===== config.mk =====
export PLATFORM = sky130hd
export DESIGN_NAME = timer_apb_regif_flat
export DESIGN_NICKNAME = d
export VERILOG_FILES = /design/src/rtl/timer_pkg.sv /design/src/rtl/timer_apb_regif_if.sv /design/src/rtl/timer_tsr_flag.sv /design/src/rtl/timer_apb_regif.sv /design/src/flat_wrapper.sv
export SDC_FILE = /design/constraint.sdc
export NUM_CORES = 1
export LEC_CHECK = 0
export ABC_AREA = 1
export ABC_CLOCK_PERIOD_IN_PS = 2700
export CAP_MARGIN = 20
export CORE_UTILIZATION = 44
export CTS_BUF_LIST = sky130_fd_sc_hd__clkbuf_8
export DETAILED_ROUTE_END_ITERATION = 7
export GPL_TIMING_DRIVEN = 0
export PLACE_DENSITY = 0.84
export SETUP_SLACK_MARGIN = 0.05
export SKIP_LAST_GASP = 1
export SYNTH_ARGS = -nofsm -noshare
export SYNTH_HDL_FRONTEND = slang
export SYNTH_SLANG_ARGS = --single-unit

===== constraint.sdc =====
create_clock -name clk -period 2.7 [get_ports clk]
set_input_delay 0.81 -clock clk [delete_from_list [all_inputs] [get_ports clk]]
set_output_delay 0.81 -clock clk [all_outputs]
set_load 0.05 [all_outputs]

===== src/rtl/timer_pkg.sv =====
// Shared definitions for the timer register block: register map, TSR bit positions
// and the bus responder state encoding.
package timer_pkg;

   localparam logic [7:0] ADDR_TCR  = 8'h00;
   localparam logic [7:0] ADDR_TDR  = 8'h01;
   localparam logic [7:0] ADDR_TSR  = 8'h02;
   localparam logic [7:0] ADDR_TCNT = 8'h03;

   localparam int unsigned TSR_OVF = 0;
   localparam int unsigned TSR_UDF = 1;

   typedef enum logic [1:0] {
      StIdle,
      StSetup,
      StAccess
   } apb_state_t;

endpackage


===== src/rtl/timer_apb_regif_if.sv =====
// APB-style bus bundle between the CPU bus model (master) and the timer
// register responder (slave).
interface timer_apb_regif_if;

   logic       psel;
   logic       penable;
   logic       pwrite;
   logic [7:0] paddr;
   logic [7:0] pwdata;
   logic [7:0] prdata;
   logic       pready;
   logic       pslverr;

   modport master (
      output psel, penable, pwrite, paddr, pwdata,
      input  prdata, pready, pslverr
   );

   modport slave (
      input  psel, penable, pwrite, paddr, pwdata,
      output prdata, pready, pslverr
   );

endinterface


===== src/rtl/timer_tsr_flag.sv =====
// Single sticky status bit: set by a hardware event, cleared by request;
// a set in the same cycle as a clear wins.
module timer_tsr_flag (
   input  logic clk,
   input  logic rst_n,
   input  logic set_i,
   input  logic clr_i,
   output logic q_o
);

   logic flag_q, flag_d;

   always_comb begin
      flag_d = flag_q;
      if (set_i) begin
         flag_d = 1'b1;
      end else if (clr_i) begin
         flag_d = 1'b0;
      end
   end

   always_ff @(posedge clk or negedge rst_n) begin
      if (!rst_n) begin
         flag_q <= 1'b0;
      end else begin
         flag_q <= flag_d;
      end
   end

   assign q_o = flag_q;

endmodule


===== src/rtl/timer_apb_regif.sv =====
// Timer register responder: TCR/TDR/TSR/TCNT behind an APB-style bus with wait states.
// Optional macro TSR_CLEAR_ON_READ_EN makes a read of TSR clear both flags.
module timer_apb_regif
   import timer_pkg::*;
#(
   parameter int unsigned WAIT_CYCLES = 1,
   parameter logic [7:0]  TCR_RST     = 8'h00,
   parameter logic [7:0]  TDR_RST     = 8'h00
) (
   input  logic               clk,
   input  logic               rst_n,
   timer_apb_regif_if.slave   bus,
   input  logic               ovf_set_i,
   input  logic               udf_set_i,
   input  logic [7:0]         tcnt_i,
   output logic [7:0]         tcr_o,
   output logic [7:0]         tdr_o,
   output logic [1:0]         tsr_o
);

   apb_state_t state_q, state_d;
   logic [2:0] cnt_q, cnt_d;
   logic [7:0] tcr_q, tdr_q;
   logic       ovf, udf;

   logic       complete;
   logic       err;
   logic       wr_ok;
   logic       rd_tsr;
   logic       ovf_clr, udf_clr;
   logic [7:0] rdata;

   always_ff @(posedge clk or negedge rst_n) begin
      if (!rst_n) begin
         state_q <= StIdle;
         cnt_q   <= 3'd0;
      end else begin
         state_q <= state_d;
         cnt_q   <= cnt_d;
      end
   end

   always_comb begin
      state_d = state_q;
      cnt_d   = cnt_q;
      unique case (state_q)
         StIdle: begin
            if (bus.psel && !bus.penable) state_d = StSetup;
         end
         StSetup: begin
            if (!bus.psel) begin
               state_d = StIdle;
            end else if (bus.penable) begin
               state_d = StAccess;
               cnt_d   = 3'(WAIT_CYCLES);
            end
         end
         StAccess: begin
            // Losing psel or penable mid-access aborts without completing.
            if (!bus.psel || !bus.penable) begin
               state_d = StIdle;
            end else if (cnt_q != 3'd0) begin
               cnt_d = cnt_q - 3'd1;
            end else begin
               state_d = StIdle;
            end
         end
         default: state_d = StIdle;
      endcase
   end

   always_comb begin
      complete = (state_q == StAccess) && bus.psel && bus.penable && (cnt_q == 3'd0);
      err      = complete && ((bus.paddr > ADDR_TCNT) || (bus.pwrite && bus.paddr == ADDR_TCNT));
      wr_ok    = complete && bus.pwrite && !err;
      rd_tsr   = complete && !bus.pwrite && (bus.paddr == ADDR_TSR);
      rdata    = 8'h00;
      if (complete && !bus.pwrite) begin
         unique case (bus.paddr)
            ADDR_TCR:  rdata = tcr_q;
            ADDR_TDR:  rdata = tdr_q;
            ADDR_TSR:  rdata = {6'd0, udf, ovf};
            ADDR_TCNT: rdata = tcnt_i;
            default:   rdata = 8'h00;
         endcase
      end
   end

   assign bus.pready  = complete;
   assign bus.pslverr = err;
   assign bus.prdata  = rdata;

   always_ff @(posedge clk or negedge rst_n) begin
      if (!rst_n) begin
         tcr_q <= TCR_RST;
         tdr_q <= TDR_RST;
      end else if (wr_ok) begin
         if (bus.paddr == ADDR_TCR) tcr_q <= bus.pwdata;
         if (bus.paddr == ADDR_TDR) tdr_q <= bus.pwdata;
      end
   end

`ifdef TSR_CLEAR_ON_READ_EN
   assign ovf_clr = (wr_ok && bus.paddr == ADDR_TSR && bus.pwdata[TSR_OVF]) || rd_tsr;
   assign udf_clr = (wr_ok && bus.paddr == ADDR_TSR && bus.pwdata[TSR_UDF]) || rd_tsr;
`else
   assign ovf_clr = wr_ok && bus.paddr == ADDR_TSR && bus.pwdata[TSR_OVF];
   assign udf_clr = wr_ok && bus.paddr == ADDR_TSR && bus.pwdata[TSR_UDF];
`endif

   timer_tsr_flag u_ovf (
      .clk   (clk),
      .rst_n (rst_n),
      .set_i (ovf_set_i),
      .clr_i (ovf_clr),
      .q_o   (ovf)
   );

   timer_tsr_flag u_udf (
      .clk   (clk),
      .rst_n (rst_n),
      .set_i (udf_set_i),
      .clr_i (udf_clr),
      .q_o   (udf)
   );

   assign tcr_o = tcr_q;
   assign tdr_o = tdr_q;
   assign tsr_o = {udf, ovf};

endmodule


===== src/flat_wrapper.sv =====
// flat-port wrapper written by rule: the top's interface ports become plain ports
module timer_apb_regif_flat import timer_pkg::*;
#(
   parameter int unsigned WAIT_CYCLES = 1,
   parameter logic [7:0]  TCR_RST     = 8'h00,
   parameter logic [7:0]  TDR_RST     = 8'h00
)
  (clk, rst_n, ovf_set_i, udf_set_i, tcnt_i, tcr_o, tdr_o, tsr_o, bus_psel, bus_penable, bus_pwrite, bus_paddr, bus_pwdata, bus_prdata, bus_pready, bus_pslverr);
  timer_apb_regif_if bus_i ();
  input  logic clk;
  input  logic rst_n;
  input  logic ovf_set_i;
  input  logic udf_set_i;
  input  logic [7:0] tcnt_i;
  output logic [7:0] tcr_o;
  output logic [7:0] tdr_o;
  output logic [1:0] tsr_o;
  input wire logic [$bits(bus_i.psel)-1:0] bus_psel;
  input wire logic [$bits(bus_i.penable)-1:0] bus_penable;
  input wire logic [$bits(bus_i.pwrite)-1:0] bus_pwrite;
  input wire logic [$bits(bus_i.paddr)-1:0] bus_paddr;
  input wire logic [$bits(bus_i.pwdata)-1:0] bus_pwdata;
  output wire logic [$bits(bus_i.prdata)-1:0] bus_prdata;
  output wire logic [$bits(bus_i.pready)-1:0] bus_pready;
  output wire logic [$bits(bus_i.pslverr)-1:0] bus_pslverr;
  assign bus_i.psel = bus_psel;
  assign bus_i.penable = bus_penable;
  assign bus_i.pwrite = bus_pwrite;
  assign bus_i.paddr = bus_paddr;
  assign bus_i.pwdata = bus_pwdata;
  assign bus_prdata = bus_i.prdata;
  assign bus_pready = bus_i.pready;
  assign bus_pslverr = bus_i.pslverr;
  timer_apb_regif #(.WAIT_CYCLES(WAIT_CYCLES), .TCR_RST(TCR_RST), .TDR_RST(TDR_RST)) u_core (.clk(clk), .rst_n(rst_n), .bus(bus_i), .ovf_set_i(ovf_set_i), .udf_set_i(udf_set_i), .tcnt_i(tcnt_i), .tcr_o(tcr_o), .tdr_o(tdr_o), .tsr_o(tsr_o));
endmodule

==> results.tsv, run 1 <==
stage	metric	value	unit
worst_hold_path	hold path cells	1	
final_timing	slew margin rel.	65.0	%
worst_setup_path	Worst Path Class, Setup	in2out	
drt	top sig layer	met4	
status	failing checks	negative setup slack	
worst_hold_path	Min-Delay Path Class	reg2reg	
logic_synthesis	Seq cells post-synth	23	
layout	fin util	79.6	%
logic_synthesis	Synth Area in XOR/XNOR	0	%
worst_setup_path	worst path bufs/invs	5	
floorplan	tapcell count	44	
drt	Avg WL per Cell	15.8	um
final_timing	Final WS setup	-0.0537	ns
status	run status	complete, but fails checks	
final_timing	Final setup viols	8	
worst_setup_path	Worst path most repeated cell	buf_8	
worst_setup_path	cell chain of the critical path	buf_8, nor2_4, nand3_4, buf_6, nor3_4, buf_12, nand2_2, clkinvlp_4, buf_8	
clock_tree	Root Driver	clkbuf_8	
global_routing	largest net degree at the start of global routing	24	
worst_setup_path	Reg2Reg Setup Slack	0.81	ns
logic_synthesis	YS warnings	0	
logic_synthesis	Top-area cell share	40.2	%
clock_tree	H-tree depth	1	
logic_synthesis	Mapped Cells	178	
power_and_ir_drop	Comb power frac	19.7	%
global_routing	met2 usage	52.1	%
layout	area delta synth->final	71.1	%
worst_setup_path	worst r2r path cells	9	
floorplan	Starting Density	46.5	%
global_routing	initial antenna violation count	0	
floorplan	I/O pin count	59	
logic_synthesis	MUX share of area	0	%
layout	filler cell count	202	
placed_design	# port buffers	58	
layout	fraction of area in multi-input gates	34.5	%
power_and_ir_drop	Seq pwr share	50.5	%
final_timing	period utilization	102	%
worst_setup_path	Crit Path Max Fanout	7	
logic_synthesis	Dominant combinational family	simple AND/OR/NAND/NOR gates	
floorplan	die area	0.00349	mm^2
power_and_ir_drop	clock share of power	29.8	%
logic_synthesis	top cells by count	nand2_1 (52), inv_1 (26), dfrtp_1 (23), nand3_1 (18), o21ai_2 (16)	
clock_tree	CTS tree	done	
power_and_ir_drop	pwr dens	292	mW/mm^2
logic_synthesis	Post-Synthesis Cell Area	0.00143	mm^2
layout	layout cell share with drive strength beyond 1	44.8	%
clock_tree	clk sinks	23	
clock_tree	CTS resizes	145	
power_and_ir_drop	total power	0.717	mW
floorplan	Die Height	59.1	um
final_timing	max-slew violation count	0	
final_timing	minimum clock period	2.75	ns
worst_setup_path	crit path DRT	1.89	ns
power_and_ir_drop	total internal power	0.527	mW
drt	metal3 WL	264	um
placed_design	dpl ws	-1.33	ns
placed_design	DP Area	0.00210	mm^2
layout	Gate Area	846	um^2
layout	nets	286	
logic_synthesis	ys cells	178	
logic_synthesis	YS chip area	0.00143	mm^2
clock_tree	clk buf depth	2	
global_routing	GRT overflow	0	
final_timing	Fmax	363	MHz
drt	DRT Pass-1 Iters	4	
layout	clock buffers	3	
drt	Final ANT Viol Nets	0	
worst_setup_path	Worst Setup End Kind	primary output	
drt	drt first-iter violations	34	
clock_tree	Worst-path clk slew	0.08	ns
final_timing	Worst-Margin Slew	0.524	ns
logic_synthesis	Yosys top cell by area	dfrtp_1	
logic_synthesis	syn_area_per_cell	8.05	um^2
floorplan	die width	59.1	um
drt	Vias/cell	5.05	
final_timing	RSZ-0062 raised after global routing	true	
floorplan	Core Area	0.00308	mm^2
layout	Multi-In Gates	122	
layout	clock network share of area	1.89	%
clock_tree	Worst-Skew Late Latency	0.27	ns
worst_hold_path	Endpoint, Worst Hold	u_core.state_q[0]$_DFFE_PN0P_	
worst_setup_path	Worst path max stage delay	0.17	ns
logic_synthesis	Synth top cell by count	nand2_1	
layout	antenna cell count	0	
power_and_ir_drop	maximum vdd ir drop	0.222	mV
worst_setup_path	WP depth	9	
run 1: through the flow:
step / cells / hold WS, ns
2_1_floorplan: 178 / 0.449
3_3_place_gp: 280 / 0.467
3_5_place_dp: 280 / 0.484
4_1_cts: 297 / 0.494
5_1_grt: 296 / 0.504
6_report: 296 / 0.492
run 1: flip-flops by register name, summed over array words and instances, names as in the netlist:
register          cells
u_core.tcr_o          8
u_core.cnt_q          3
u_core.state_q        2
u_core.u_ovf.q_o      1
u_core.u_udf.q_o      1
u_core.tdr_o          8
run 1: power by group through the flow:
stage          clock [mW]  sequential [mW]  combinational [mW]
2_1_floorplan           0            0.367              0.0532
3_3_place_gp            0            0.368               0.115
3_5_place_dp            0            0.369               0.119
4_1_cts             0.215            0.362               0.137
5_1_grt             0.231            0.363               0.154
6_report            0.214            0.362               0.141
Fig. 1: run 1, metal 1
Bar = 20 um.
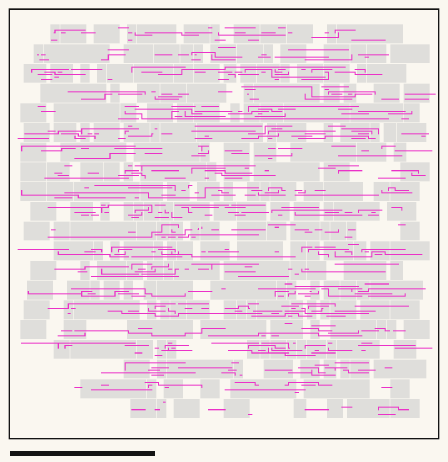
share of all routed wire: 36%
main direction: horizontal
wire length on this layer: 1690 um
GRT met1 Usage: 32.3%
Vias: 1494
final wirelength: 4670 um

Fig. 2: run 1, the metal 2 layer
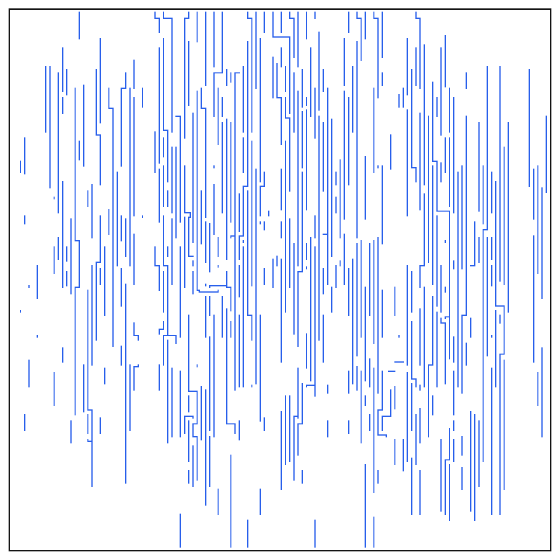
wire length on this layer: 2550 um
share of all routed wire: 55%
main direction: vertical
longest straight run: 34.7 um
nets with wire on the layer: 245

Fig. 3: run 1, the metal 3 layer
Bar = 20 um.
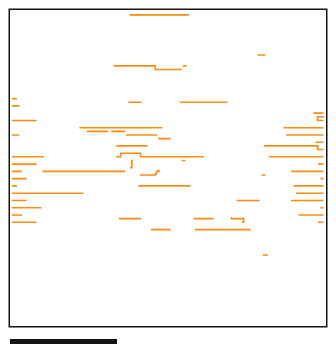
share of all routed wire: 5.7%
nets with wire on the layer: 46
main direction: horizontal
wire length on this layer: 265 um
met3 usage: 3.06%

Fig. 4: run 1, metal 4
Bar = 20 um.
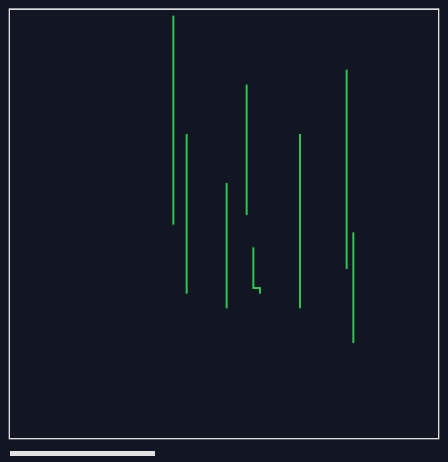
main direction: vertical
wire length on this layer: 158 um
longest straight run: 28.6 um

Fig. 5: run 1, clock wiring as the flow saved it
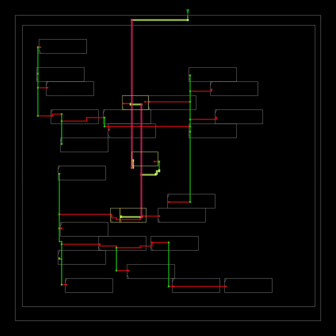

## Run 2: what changed since run 1
--- a/config.mk
+++ b/config.mk
@@ -7,9 +7,9 @@
 export LEC_CHECK = 0
 export ABC_AREA = 1
 export ABC_CLOCK_PERIOD_IN_PS = 2700
-export CAP_MARGIN = 20
 export CORE_UTILIZATION = 44
 export CTS_BUF_LIST = sky130_fd_sc_hd__clkbuf_8
+export CTS_CLUSTER_DIAMETER = 30
 export DETAILED_ROUTE_END_ITERATION = 7
 export GPL_TIMING_DRIVEN = 0
 export PLACE_DENSITY = 0.84
Fig. 6: run 2, clock wiring as the flow saved it
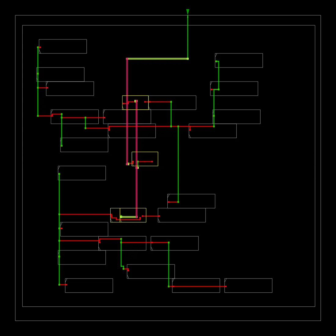
Worst-Skew Late Latency: 0.27 ns
clk sinks: 23

Fig. 7: run 2, cell sizes after repair
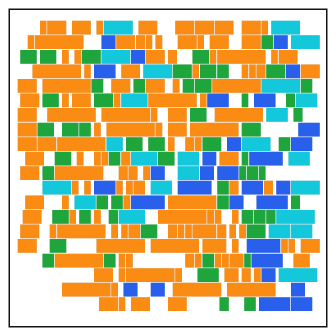
legend:
  _3 and _4 cells:
    colour: blue
    cells: 30
    most_used: buf_4
  _0 and _1 cells:
    colour: orange
    cells: 140
    most_used: nand2_1
  _2 cells:
    colour: green
    cells: 57
    most_used: nand2_2
  _6 and larger:
    colour: cyan
    cells: 24
    most_used: buf_6

==> results.tsv, run 2 <==
stage	metric	value	unit
status	run status	complete, but fails checks	
status	failing checks	negative setup slack	
logic_synthesis	Synth top cell by count	nand2_1	
worst_setup_path	worst path bufs/invs	5	
power_and_ir_drop	pwr dens	294	mW/mm^2
worst_hold_path	Endpoint, Worst Hold	u_core.cnt_q[0]$_DFFE_PN0P_	
final_timing	Final setup viols	7	
clock_tree	CTS tree	done	
logic_synthesis	Synth Area in XOR/XNOR	0	%
logic_synthesis	YS warnings	0	
placed_design	dpl ws	-1.33	ns
worst_setup_path	Worst path max stage delay	0.17	ns
logic_synthesis	EDFF count, synth	0	
floorplan	Core Area	0.00308	mm^2
layout	area delta synth->final	69.2	%
final_timing	worst hold slack	0.493	ns
logic_synthesis	Yosys top cell by area	dfrtp_1	
worst_setup_path	Worst path most repeated cell	buf_8	
placed_design	# port buffers	58	
final_timing	slew margin rel.	30.6	%
power_and_ir_drop	total power	0.712	mW
final_timing	period utilization	102	%
worst_setup_path	Crit Path Max Fanout	7	
worst_setup_path	crit path DRT	1.89	ns
floorplan	Starting Density	46.5	%
power_and_ir_drop	Combinational Power	0.137	mW
global_routing	GRT overflow	0	
clock_tree	Worst-path clk slew	0.08	ns
power_and_ir_drop	Seq pwr share	50.8	%
power_and_ir_drop	Comb power frac	19.2	%
clock_tree	Root Driver	clkbuf_8	
final_timing	Worst-Margin Slew	1.04	ns
power_and_ir_drop	sequential power	0.362	mW
power_and_ir_drop	P_clk	0.213	mW
drt	DRT Pass-1 Iters	4	
logic_synthesis	Commonest flop	dfrtp_1	
worst_hold_path	Min-Delay Path Class	reg2reg	
logic_synthesis	top cells by count	nand2_1 (52), inv_1 (26), dfrtp_1 (23), nand3_1 (18), o21ai_2 (16)	
logic_synthesis	Top-area cell share	40.2	%
floorplan	I/O pin count	59	
final_timing	max-slew violation count	0	
logic_synthesis	Seq cells post-synth	23	
logic_synthesis	Dominant combinational family	simple AND/OR/NAND/NOR gates	
drt	drt first-iter violations	49	
worst_setup_path	Reg2Reg Setup Slack	0.84	ns
power_and_ir_drop	clock share of power	30.0	%
clock_tree	H-tree depth	1	
placed_design	DP Area	0.00210	mm^2
power_and_ir_drop	maximum vdd ir drop	0.223	mV
drt	Final ANT Viol Nets	0	
worst_hold_path	hold path cells	1	
drt	Avg WL per Cell	15.0	um
layout	nets	285	
worst_setup_path	WP depth	9	
worst_setup_path	Worst Setup EP	bus_prdata[7]	
worst_setup_path	cell chain of the critical path	buf_8, nor2_4, nand3_4, buf_6, nor3_4, buf_12, nand2_2, clkinvlp_4, buf_8	
logic_synthesis	Mapped Cells	178	
placed_design	dpl cells	280	
logic_synthesis	Post-Synthesis Cell Area	0.00143	mm^2
floorplan	die area	0.00349	mm^2
layout	fin cells	295	
clock_tree	CTS resizes	145	
power_and_ir_drop	Max power group	registers	
global_routing	initial antenna violation count	0	
final_timing	Final WS setup	-0.0450	ns
layout	Gate Area	843	um^2
final_timing	RSZ-0062 raised after global routing	true	
layout	layout cell share with drive strength beyond 1	44.2	%
logic_synthesis	MUX share of area	0	%
global_routing	largest net degree at the start of global routing	24	
drt	final wirelength	4440	um
layout	filler cell count	210	
final_timing	Fmax	364	MHz
drt	Vias/cell	4.88	
floorplan	Die Height	59.1	um
## run 2: logic make-up (layout without fill, tap and decap cells)
family          Yosys count  count (layout)
buf+inv                  33             106
compound gates           20              20
simple gates            100             100
fa+ha+maj                 2               2
flops                    23              23
## run 2: layer usage
layer / vias to the layer above / GRT usage [%] / share of wire, %
met3: 11 / 3.06 / 4.5
met4: 0 / 13.9 / 2.1
met5: - / 0 / 0
met2: 54 / 52.1 / 55
met1: 669 / 32.3 / 38
li1: 707 / - / -
## run 2: final cells by class
cell class                      count  area share [%]
Multi-Input combinational cell    122            34.8
Clock inverter                      1           0.207
Buffer                              4            1.55
Sequential cell                    23            23.7
Tap cell                           44            2.27
Inverter                           29            5.63
Timing Repair Buffer               69            30.1
Clock buffer                        3            1.70
Power and IR drop assume default switching activity.
